[src/rtl/keypad_pkg.sv]
// Shared definitions for the 4x3 keypad matrix emulator and its scanner.
// Contents: key code constants, one-hot column strobes, FSM state encoding,
// key code -> (row, col) mapping, and row drive helper.
package keypad_pkg;

  localparam logic [3:0] KEY_1    = 4'd1;
  localparam logic [3:0] KEY_2    = 4'd2;
  localparam logic [3:0] KEY_3    = 4'd3;
  localparam logic [3:0] KEY_4    = 4'd4;
  localparam logic [3:0] KEY_5    = 4'd5;
  localparam logic [3:0] KEY_6    = 4'd6;
  localparam logic [3:0] KEY_7    = 4'd7;
  localparam logic [3:0] KEY_8    = 4'd8;
  localparam logic [3:0] KEY_9    = 4'd9;
  localparam logic [3:0] KEY_STAR = 4'd10;
  localparam logic [3:0] KEY_0    = 4'd11;
  localparam logic [3:0] KEY_HASH = 4'd12;

  localparam logic [2:0] COL1 = 3'b001;
  localparam logic [2:0] COL2 = 3'b010;
  localparam logic [2:0] COL3 = 3'b100;

  typedef enum logic [2:0] {
    ST_IDLE,
    ST_BOUNCE_IN,
    ST_HOLD,
    ST_BOUNCE_OUT,
    ST_GAP
  } state_t;

  typedef struct packed {
    logic [1:0] row;
    logic [1:0] col;
  } key_pos_t;

  function automatic logic key_valid(input logic [3:0] code);
    return (code >= KEY_1) && (code <= KEY_HASH);
  endfunction

  // Digits 1-9 fill rows 0-2 left to right; '*','0','#' sit on row 3.
  function automatic key_pos_t key_map(input logic [3:0] code);
    key_pos_t p;
    p = '0;
    if (code >= KEY_1 && code <= KEY_9) begin
      p.row = 2'((code - KEY_1) / 4'd3);
      p.col = 2'((code - KEY_1) % 4'd3);
    end else if (code >= KEY_STAR && code <= KEY_HASH) begin
      p.row = 2'd3;
      p.col = 2'(code - KEY_STAR);
    end
    return p;
  endfunction

  // The held key connects its column strobe to its row sense line; any
  // strobe pattern works, only the key's own column bit matters.
  function automatic logic [3:0] row_drive(input key_pos_t pos, input logic [2:0] col);
    logic       hit;
    logic [3:0] r;
    case (pos.col)
      2'd0:    hit = col[0];
      2'd1:    hit = col[1];
      2'd2:    hit = col[2];
      default: hit = 1'b0;
    endcase
    r = '0;
    r[pos.row] = hit;
    return r;
  endfunction

endpackage

[src/rtl/keypad_matrix_emulator_tick_gen.sv]
// Free-running timing prescaler: tick is high for one clk every DIV clks.
// Ports: clk, rst (async, active-high), tick (high while count = DIV-1).
module tick_gen #(
  parameter int DIV = 12500
) (
  input  logic clk,
  input  logic rst,
  output logic tick
);

  localparam int W = (DIV > 1) ? $clog2(DIV) : 1;

  logic [W-1:0] cnt;

  assign tick = (cnt == W'(DIV - 1));

  always_ff @(posedge clk or posedge rst) begin
    if (rst)       cnt <= '0;
    else if (tick) cnt <= '0;
    else           cnt <= cnt + 1'b1;
  end

endmodule

[src/rtl/keypad_matrix_emulator.sv]
// 4x3 keypad matrix emulator: passive end of a column-scan / row-sense keypad.
// Accepts scripted key presses over valid/ready, holds the key for HOLD_TICKS
// ticks, then stays released for GAP_TICKS ticks before taking the next one.
// Optional contact bounce at press/release edges when KEYPAD_BOUNCE_EN is
// defined (BOUNCE_TICKS ticks each, pressed level toggling every tick).
// Ports:
//   clk, rst          clock, asynchronous active-high reset
//   key_col[2:0]      column strobes from scanner
//   key_row[3:0]      registered row sense (1 clk behind key_col)
//   req_valid/req_key press request, req_ready high only in IDLE
//   busy              not IDLE
//   done              1-clk pulse on GAP -> IDLE
//   err               1-clk pulse after an invalid code is consumed
module keypad_matrix_emulator
  import keypad_pkg::*;
#(
  parameter int TICK_DIV     = 12500,
  parameter int HOLD_TICKS   = 200,
  parameter int GAP_TICKS    = 50,
  parameter int BOUNCE_TICKS = 8
) (
  input  logic       clk,
  input  logic       rst,
  input  logic [2:0] key_col,
  output logic [3:0] key_row,
  input  logic       req_valid,
  input  logic [3:0] req_key,
  output logic       req_ready,
  output logic       busy,
  output logic       done,
  output logic       err
);

  // Zero-length phases behave as one tick.
  localparam int HOLD_LIM = (HOLD_TICKS   < 1) ? 1 : HOLD_TICKS;
  localparam int GAP_LIM  = (GAP_TICKS    < 1) ? 1 : GAP_TICKS;
  localparam int BNC_LIM  = (BOUNCE_TICKS < 1) ? 1 : BOUNCE_TICKS;
  localparam int MAX_HG   = (HOLD_LIM > GAP_LIM) ? HOLD_LIM : GAP_LIM;
  localparam int MAX_LIM  = (MAX_HG > BNC_LIM) ? MAX_HG : BNC_LIM;
  localparam int CW       = $clog2(MAX_LIM + 1);

  state_t        state;
  logic [CW-1:0] phase;
  logic [3:0]    key;
  logic          tick;
  logic [CW-1:0] lim;
  logic          last;
  logic          pressed;
`ifdef KEYPAD_BOUNCE_EN
  logic          bnc;
`endif

  tick_gen #(.DIV(TICK_DIV)) u_tick (
    .clk  (clk),
    .rst  (rst),
    .tick (tick)
  );

  assign req_ready = (state == ST_IDLE);
  assign busy      = (state != ST_IDLE);

  always_comb begin
    case (state)
      ST_HOLD: lim = CW'(HOLD_LIM - 1);
      ST_GAP:  lim = CW'(GAP_LIM - 1);
      default: lim = CW'(BNC_LIM - 1);
    endcase
  end

  // Phase ends on the tick that completes its tick count; the first tick
  // after entry may be partial.
  assign last = tick && (phase == lim);

`ifdef KEYPAD_BOUNCE_EN
  assign pressed = (state == ST_HOLD) ||
                   (((state == ST_BOUNCE_IN) || (state == ST_BOUNCE_OUT)) && bnc);
`else
  assign pressed = (state == ST_HOLD);
`endif

  always_ff @(posedge clk or posedge rst) begin
    if (rst) begin
      state   <= ST_IDLE;
      phase   <= '0;
      key     <= '0;
      done    <= 1'b0;
      err     <= 1'b0;
      key_row <= '0;
`ifdef KEYPAD_BOUNCE_EN
      bnc     <= 1'b0;
`endif
    end else begin
      done    <= 1'b0;
      err     <= 1'b0;
      key_row <= pressed ? row_drive(key_map(key), key_col) : 4'b0000;

      if (state != ST_IDLE && tick) phase <= phase + 1'b1;

      case (state)
        ST_IDLE: begin
          if (req_valid) begin
            key <= req_key;
            if (key_valid(req_key)) begin
              phase <= '0;
`ifdef KEYPAD_BOUNCE_EN
              state <= ST_BOUNCE_IN;
              bnc   <= 1'b1;
`else
              state <= ST_HOLD;
`endif
            end else begin
              err <= 1'b1;
            end
          end
        end
`ifdef KEYPAD_BOUNCE_EN
        ST_BOUNCE_IN: begin
          if (tick) bnc <= ~bnc;
          if (last) begin
            state <= ST_HOLD;
            phase <= '0;
          end
        end
        ST_BOUNCE_OUT: begin
          if (tick) bnc <= ~bnc;
          if (last) begin
            state <= ST_GAP;
            phase <= '0;
          end
        end
`endif
        ST_HOLD: begin
          if (last) begin
            phase <= '0;
`ifdef KEYPAD_BOUNCE_EN
            state <= ST_BOUNCE_OUT;
            bnc   <= 1'b0;
`else
            state <= ST_GAP;
`endif
          end
        end
        ST_GAP: begin
          if (last) begin
            state <= ST_IDLE;
            phase <= '0;
            done  <= 1'b1;
          end
        end
        default: begin
          state <= ST_IDLE;
          phase <= '0;
        end
      endcase
    end
  end

endmodule

[config.mk]
export PLATFORM = sky130hd
export DESIGN_NAME = keypad_matrix_emulator
export DESIGN_NICKNAME = d
export VERILOG_FILES = /design/src/rtl/keypad_pkg.sv /design/src/rtl/keypad_matrix_emulator_tick_gen.sv /design/src/rtl/keypad_matrix_emulator.sv
export SDC_FILE = /design/constraint.sdc
export NUM_CORES = 1
export LEC_CHECK = 0
export CORE_ASPECT_RATIO = 1.5
export CORE_MARGIN = 2
export CORE_UTILIZATION = 52
export DETAILED_ROUTE_END_ITERATION = 8
export HOLD_SLACK_MARGIN = 0.12
export PLACE_DENSITY = 0.76
export SLEW_MARGIN = 20
export SYNTH_ARGS = -nofsm -noshare
export SYNTH_HDL_FRONTEND = slang
export SYNTH_HIERARCHICAL = 1
export SYNTH_SLANG_ARGS = --single-unit
[constraint.sdc]
create_clock -name clk -period 4.05 [get_ports clk]
set_input_delay 0.405 -clock clk [delete_from_list [all_inputs] [get_ports clk]]
set_output_delay 0.405 -clock clk [all_outputs]
set_load 0.1 [all_outputs]
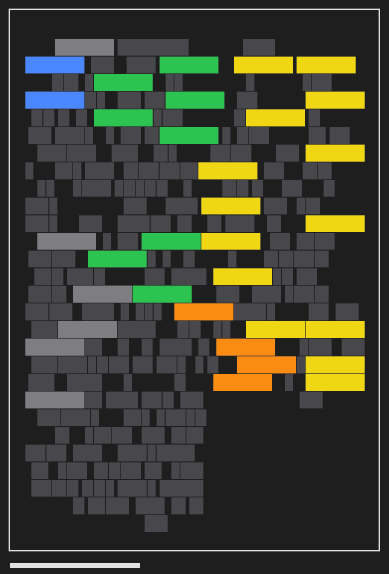
flops_by_reg.png
The bar under the picture is 20 um long. Other sequential cells in the stronger gray, the rest of the logic in the fainter gray.
color	name in the netlist	placed flops
green	phase	8
yellow	u_tick/cnt	14
blue	state	2
orange	key_row	4
Core Util, Final: 0.622
Seq. cell area: 851 sq um
Flop+latch power: 0.421 mW
flop share of the area: 0.342

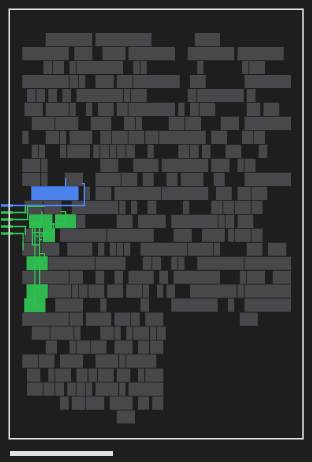
io_fan.png
The bar under the picture is 20 um long.
color	port	bits	direction	end cells	buffers	wire
blue	err	1	output	1	1	23.1 um
green	req_key	4	input	7	4	80.8 um
port buffer count: 17
Top-Level Pins: 18

==> results.txt <==
impl run done, here's what came out: Max-Cap Viols=0, clk ins delay skew pair=290 ps, DP Cell Count=282, GR Layer Usage met3=0.0592, antenna violations before repair=0, P per Cell Area=786 nW/um^2, CP max FO=8, Rows=28, status=finished clean, DRT iter0 DRCs=77, cell area after synthesis=2180 sq um, worst hold slack=486 ps, Slowest-stage cell, CP=or3b_2, Post-DRT Antenna Nets=0, Avg WL per Cell=14.0 um, share of cells above drive strength 1=0.118, Placed Area=2370 sq um, Netlist cell types=57, worst slack at placement=293 ps, Main power group=combinational cells, CTS Sinks=34, biggest area cells=dfrtp_1, ha_1, xnor2_1, RR Startpoint=key[0], Critical Path Source Type=flip-flop, overall routing resource usage=0.192
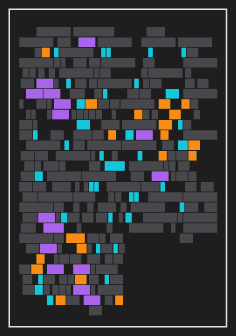
logic_types.png
color	family	cells	most used
orange	AND and OR gates	19	and4_1
cyan	NOR gates	35	nor2_1
purple	adder and majority cells	15	ha_1
combinational share of cell area: 0.493
dominant logic cell type in the layout: dfrtp_1
Non-Filler Instances: 290

logic make-up after synthesis:
| family | after synthesis | share of synthesized area |
|---|---|---|
| AOI/OAI and AO/OA | 35 | 0.122 |
| muxes | 7 | 0.0362 |
| buffers and inverters | 22 | 0.0482 |
| adders and majority gates | 15 | 0.0862 |
| and+or+nand+nor | 91 | 0.233 |
| DFF | 34 | 0.391 |
| xor gates and xnor gates | 21 | 0.0844 |
flip-flops by register name, summed over array words and instances, names as in the netlist:
name / flops
u_tick/cnt: 14
phase: 8
key: 4
key_row: 4
state: 2
done: 1
err: 1
layout make-up:
class,count,area (sq um),share of cell area
clock inverters,3,40.0,0.0161
inverters,14,52.6,0.0211
repair buffers,20,193,0.0775
flip-flops and latches,34,851,0.342
well taps,45,56.3,0.0226
multi-input cells,169,1220,0.493
clock buffers,5,68.8,0.0277
No activity file was given, so power comes from the tool's default toggle rates.
